===== config.mk =====
export PLATFORM = sky130hd
export DESIGN_NAME = branch_resolve_unit
export DESIGN_NICKNAME = d
export VERILOG_FILES = /design/src/rtl/branch_resolve_unit.sv
export SDC_FILE = /design/constraint.sdc
export NUM_CORES = 1
export LEC_CHECK = 0
export ABC_CLOCK_PERIOD_IN_PS = 4790
export CORE_UTILIZATION = 49
export CTS_BUF_LIST = sky130_fd_sc_hd__clkbuf_8
export CTS_CLUSTER_SIZE = 30
export DETAILED_ROUTE_END_ITERATION = 10
export GPL_TIMING_DRIVEN = 1
export PLACE_DENSITY = 0.88
export SYNTH_ARGS = -nofsm -noshare
export SYNTH_HDL_FRONTEND = slang
export SYNTH_SLANG_ARGS = --single-unit

===== constraint.sdc =====
create_clock -name clk -period 4.79 [get_ports clk]
set_clock_uncertainty 0.05 [all_clocks]
set_input_delay 1.437 -clock clk [delete_from_list [all_inputs] [get_ports clk]]
set_output_delay 1.437 -clock clk [all_outputs]
set_load 0.02 [all_outputs]

===== src/rtl/branch_resolve_unit.sv =====
// rtl/branch_resolve_unit.sv - branch resolution with control-delay stages, taken pulse and fetch/decode flush
module branch_resolve_unit #(
    parameter int DEPTH        = 1,
    parameter int FLUSH_CYCLES = 2,
    parameter int PC_WIDTH     = 32
) (
    input  logic                clk,
    input  logic                rst_n,
    input  logic                run,
    input  logic                stall,
    input  logic                branch,
    input  logic [2:0]          br_type,
    input  logic                zero,
    input  logic                neg,
    input  logic [PC_WIDTH-1:0] target,
    output logic                branch_reg,
    output logic                bz,
    output logic [PC_WIDTH-1:0] taken_pc,
    output logic                flush,
    output logic [15:0]         taken_cnt
);

    typedef enum logic {
        ST_IDLE,
        ST_FLUSH
    } state_t;

    state_t                stage_dummy_unused;
    state_t                state_q;
    logic [DEPTH-1:0]      stage_br_q;
    logic [2:0]            stage_ty_q [DEPTH];
    logic [2:0]            cnt_q;
    logic                  bz_q;
    logic                  flush_q;
    logic [PC_WIDTH-1:0]   taken_pc_q;
    logic [15:0]           taken_cnt_q;

    logic                  advance;
    logic                  cond;
    logic                  take_d;
    logic [2:0]            final_ty;

    assign stage_dummy_unused = ST_IDLE;
    assign advance    = run & ~stall;
    assign branch_reg = stage_br_q[DEPTH-1];
    assign final_ty   = stage_ty_q[DEPTH-1];

    always_comb begin
        cond = 1'b0;
        case (final_ty)
            3'd0:    cond = zero;
            3'd1:    cond = ~zero;
            3'd2:    cond = neg;
            3'd3:    cond = ~neg;
            3'd4:    cond = ~neg & ~zero;
            3'd5:    cond = neg | zero;
            3'd6:    cond = 1'b1;
            default: cond = 1'b0;
        endcase
    end

    // Branches are only resolved in IDLE; the flush shadow holds nothing but bubbles.
    assign take_d = (state_q == ST_IDLE) && branch_reg && cond;

    always_ff @(posedge clk or negedge rst_n) begin
        if (!rst_n) begin
            state_q     <= ST_IDLE;
            stage_br_q  <= '0;
            for (int i = 0; i < DEPTH; i++) begin
                stage_ty_q[i] <= '0;
            end
            cnt_q       <= '0;
            bz_q        <= 1'b0;
            flush_q     <= 1'b0;
            taken_pc_q  <= '0;
            taken_cnt_q <= '0;
        end else begin
            // The taken pulse lasts one edge even when the pipeline is frozen.
            bz_q <= 1'b0;
            if (advance) begin
                if (take_d) begin
                    bz_q        <= 1'b1;
                    taken_pc_q  <= target;
                    taken_cnt_q <= taken_cnt_q + 16'd1;
                    flush_q     <= 1'b1;
                    cnt_q       <= 3'(FLUSH_CYCLES - 1);
                    stage_br_q  <= '0;
                    for (int i = 0; i < DEPTH; i++) begin
                        stage_ty_q[i] <= '0;
                    end
                    state_q     <= ST_FLUSH;
                end else begin
                    stage_br_q[0] <= flush_q ? 1'b0 : branch;
                    stage_ty_q[0] <= flush_q ? 3'd0 : br_type;
                    for (int i = 1; i < DEPTH; i++) begin
                        stage_br_q[i] <= stage_br_q[i-1];
                        stage_ty_q[i] <= stage_ty_q[i-1];
                    end
                    if (state_q == ST_FLUSH) begin
                        if (cnt_q == 3'd0) begin
                            flush_q <= 1'b0;
                            state_q <= ST_IDLE;
                        end else begin
                            cnt_q <= cnt_q - 3'd1;
                        end
                    end
                end
            end
        end
    end

    assign bz        = bz_q;
    assign flush     = flush_q;
    assign taken_pc  = taken_pc_q;
    assign taken_cnt = taken_cnt_q;

endmodule


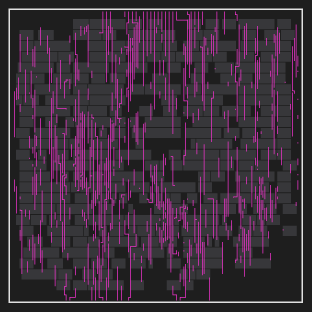
**Above:** metal 2.
Scale: 4 px per um.
295 nets have wire on it. The layer holds 48% of the routed length. The longest straight run is 32.3 um. The wires run mostly vertical.
Vias: 1,803
DRT Wirelength: 5.08 mm
routing usage on met2: 0.336

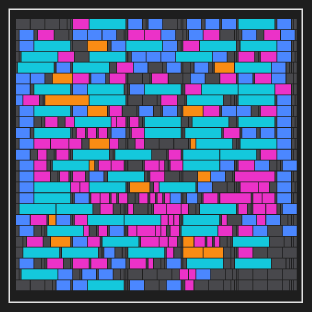
**Above:** cells colored by class.
Scale: 4 px per um. Fill, decap, tap and diode cells in gray.
clock drivers and dummy loads: in orange, cells 16. flops: in cyan, cells 58. other buffers and delay cells: in blue, cells 95. all other logic: in magenta, cells 113.
Site Rows: 25
Final Util: 0.758
Seq/total area: 0.400

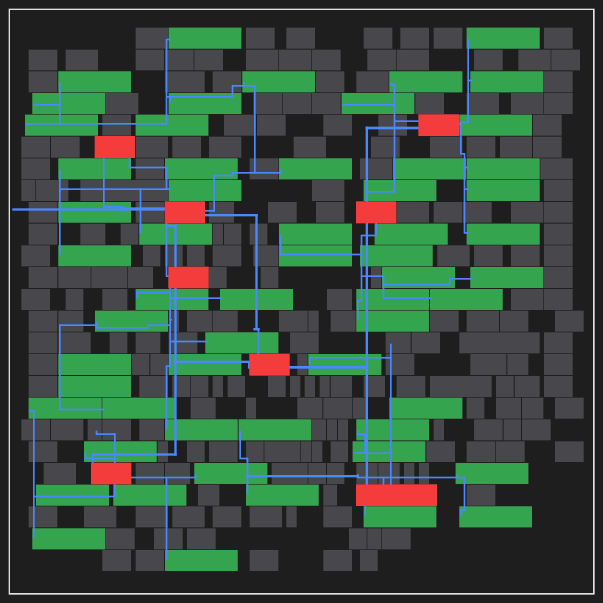
**Above:** clock network drawn from the DEF.
Scale: 8 px per um.
cells driving clock nets: in red, count 9. flip-flops: in green, count 58. clock wires: in blue, length 657 um.
There are 10 routed clock nets. Position of the flops: spread over the die.

==> flow_summary.json <==
{
  "status": "finished clean",
  "grt-ovfl-total": 0,
  "cts_resized": 0,
  "synthArstFlopShare": 1.00,
  "gp_congestion": 0.754,
  "fmax_mhz": 307,
  "flop_cell": "dfrtp_1",
  "track_usage": 0.211,
  "ys_sh_mux": 0.151,
  "setup_viol_count_final": 0,
  "largest_area_cell": "dfrtp_1",
  "grt_pass1_wl_mm": 8.36,
  "grt_pass1_vias": 1778,
  "syn_area_um2": 2460,
  "p_per_area_nw_per_um2": 541,
  "cts_htree_levels": 3,
  "clockBufferDepth": 2,
  "die_x_um": 72.9,
  "hold_viol": 0,
  "io_buffers": 92,
  "arrival_ns": 3.42,
  "antenna_found_initial": 0,
  "final_cells": 349,
  "synth_cells": 178,
  "rsz0062_at_grt": "false",
  "warnings": 27,
  "firstDrtPassIters": 6,
  "slew_violations": 0,
  "ir_worst_vdd_v": 0.000425,
  "period_minus_slack_ns": 3.25,
  "yosys_warnings": 0,
  "ctsHoldBuffers": 0,
  "edf_count": 0,
  "worst_ep_required_time_ns": 4.95,
  "fp_util": 0.515,
  "drt_iter0_markers": 59,
  "crit_type": "input pin to register",
  "drc": 0,
  "worst_pin_slew_ns": 0.845,
  "path_cells": "clkdlybuf4s50_1 -> nor3b_2 -> a2111oi_4 -> nor4_4 -> buf_4 -> nor2_1 -> a221o_1",
  "wl_per_cell_um": 14.6,
  "drive_above_1_share": 0.199,
  "hpwl_mm": 3.58,
  "io_pins": 93,
  "ys_seq_share": 0.589,
  "placedCellCount": 333,
  "lay_top_cells": "91 x clkdlybuf4s50_1, 58 x dfrtp_1, 33 x mux2_2",
  "final_antenna_net_count": 0,
  "largest_reg_flops": 32,
  "cp_max_fo": 27,
  "die-height_um": 72.9,
  "core_um2": 4790,
  "synthesis.nets": 223,
  "layout-area-overhead-vs-synth_pct": 47.4,
  "totalNegativeSetupSlack_ns": 0,
  "synthXorXnorAreaFrac": 0.0534,
  "synth.distinct_cells": 31,
  "hold_class": "register to register",
  "crit_slowest_cell": "clkdlybuf4s50_1",
  "ys_sh_adder": 0.0152,
  "syn_area_per_cell_um2": 13.8,
  "startpoint_type": "input pin",
  "yosys-stat-area_um2": 2460,
  "viasPerCell": 5.17,
  "clkTransAtPathRegs_ns": 0.06,
  "fin_nets": 322,
  "ys_ff": 58,
  "synth_top_area_share": 0.589,
  "lay_top_count": "clkdlybuf4s50_1",
  "yosys-stat-cells": 178,
  "die-area_um2": 5310,
  "fin_crit_sh": 0.679,
  "p_leak_nw": 1.56,
  "cts_tree": "built",
  "maxCapViolations": 0,
  "synth.logic.top_family": "multiplexers",
  "diodes": 0,
  "max_slew_margin": 0.437,
  "cp-end-kind": "register",
  "synth-simple-area-share": 0.112,
  "max_stage_delay_ns": 0.52,
  "ys_sh_aoi": 0.0528,
  "grt_max_degree": 40,
  "cts_root_buf": "clkbuf_8",
  "top_cells_by_area": "dfrtp_1 59%, mux2_2 15%, xnor2_1 3.9%",
  "cts_setup_buffers": 0
}
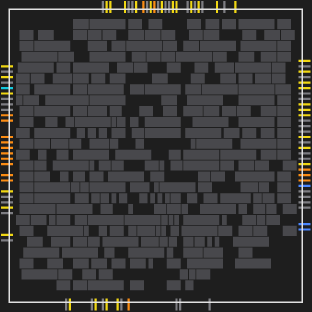
**Above:** pin map.
Scale: 4 px per um. Pins as bars across the die edge, other pins in gray.
rst_n: in cyan, pins 1, direction input, edge left. taken_cnt: in orange, pins 16, direction output, edge 10 left, 3 right, 2 top, 1 bottom. taken_pc: in yellow, pins 32, direction output, edge 12 top, 10 right, 6 left, 4 bottom. br_type: in blue, pins 3, direction input, edge right.
All pins by edge: 30 right, 26 left, 25 top, 12 bottom.

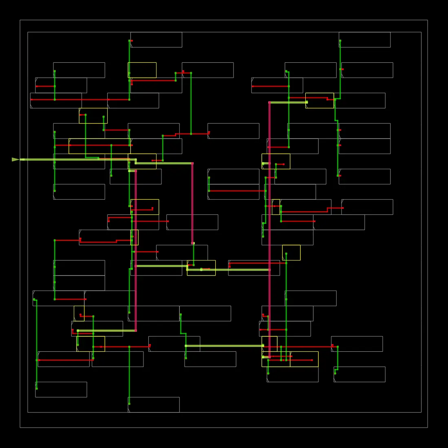
**Above:** clock routing.
clock-net power: 0.433 mW
clk latency late pin: 0.33 ns
TritonCTS Buffers: 9
CTS sink count: 58

## power breakdown
part / switching, mW / internal, mW / total [mW]
registers: 0.104 / 0.655 / 0.759
logic: 0.353 / 0.419 / 0.772
clock network: 0.183 / 0.250 / 0.433
## worst paths after layout
check / slack [ns] / depth (start not counted) / start / to
worst max-delay path: 1.54 / 7 / zero / cnt_q[2]
worst min-delay path: 0.42 / 1 / taken_cnt[15] / taken_cnt[15]
worst max register to register: 2.66 / 6 / final_ty[2] / cnt_q[2]
worst min register to register: 0.42 / 1 / taken_cnt[15] / taken_cnt[15]
max in group asynchronous: 2.75 / 2 / rst_n / taken_cnt[1]
min in group asynchronous: 1.15 / 1 / rst_n / taken_pc[27]
## synth_stat cells (3+ instances only)
cell type and n:
a32o_1 4, and3_1 9, buf_2 3, buf_6 3
dfrtp_1 58, ha_1 3, inv_1 3, mux2_2 33
nand2_1 9, nand4_1 9, nor2_1 5, nor2b_1 3
xnor2_1 11, xor2_1 4
## logic make-up after synthesis
kind of cell | after synthesis
DFF | 58
and+or+nand+nor | 45
xor gates and xnor gates | 15
AOI/OAI and AO/OA | 14
buffers and inverters | 10
adders and majority gates | 3
muxes | 33
## layer usage
| layer | vias up | GRT usage | wire [um] |
|---|---|---|---|
| li1 | 835 | - | - |
| met1 | 883 | 0.252 | 2110 |
| met2 | 76 | 0.336 | 2440 |
| met3 | 9 | 0.0815 | 445 |
| met4 | 0 | 0.105 | 88 |
| met5 | - | 0 | 0 |
## stage by stage
step            util  hold slack [ns]  area, um^2  worst slack [ns]  power, mW
5_1_grt        0.758            0.448        3630              1.42       2.07
3_5_place_dp   0.717            0.411        3430              1.20       1.54
6_report       0.758            0.420        3630              1.54       1.96
4_1_cts        0.758            0.419        3630              1.56       1.99
3_3_place_gp   0.717            0.405        3430              1.24       1.52
2_1_floorplan      -            0.460        2460              1.94       1.16
## worst max-delay path, delay by kind of cell
family / cells / cell delay (ns)
AND-OR/OR-AND: 2 / 0.43
AND/OR/NAND/NOR: 3 / 0.67
buffers and inverters: 2 / 0.87
## final cells by class
cell class / count / area, um^2
repair buffers: 95 / 938
clock inverters: 6 / 58.8
fillers: 322 / 1160
multi-input cells: 110 / 947
flip-flops and latches: 58 / 1450
well taps: 67 / 83.8
clock buffers: 10 / 138
inverters: 3 / 11.3
Power and IR drop assume default switching activity.
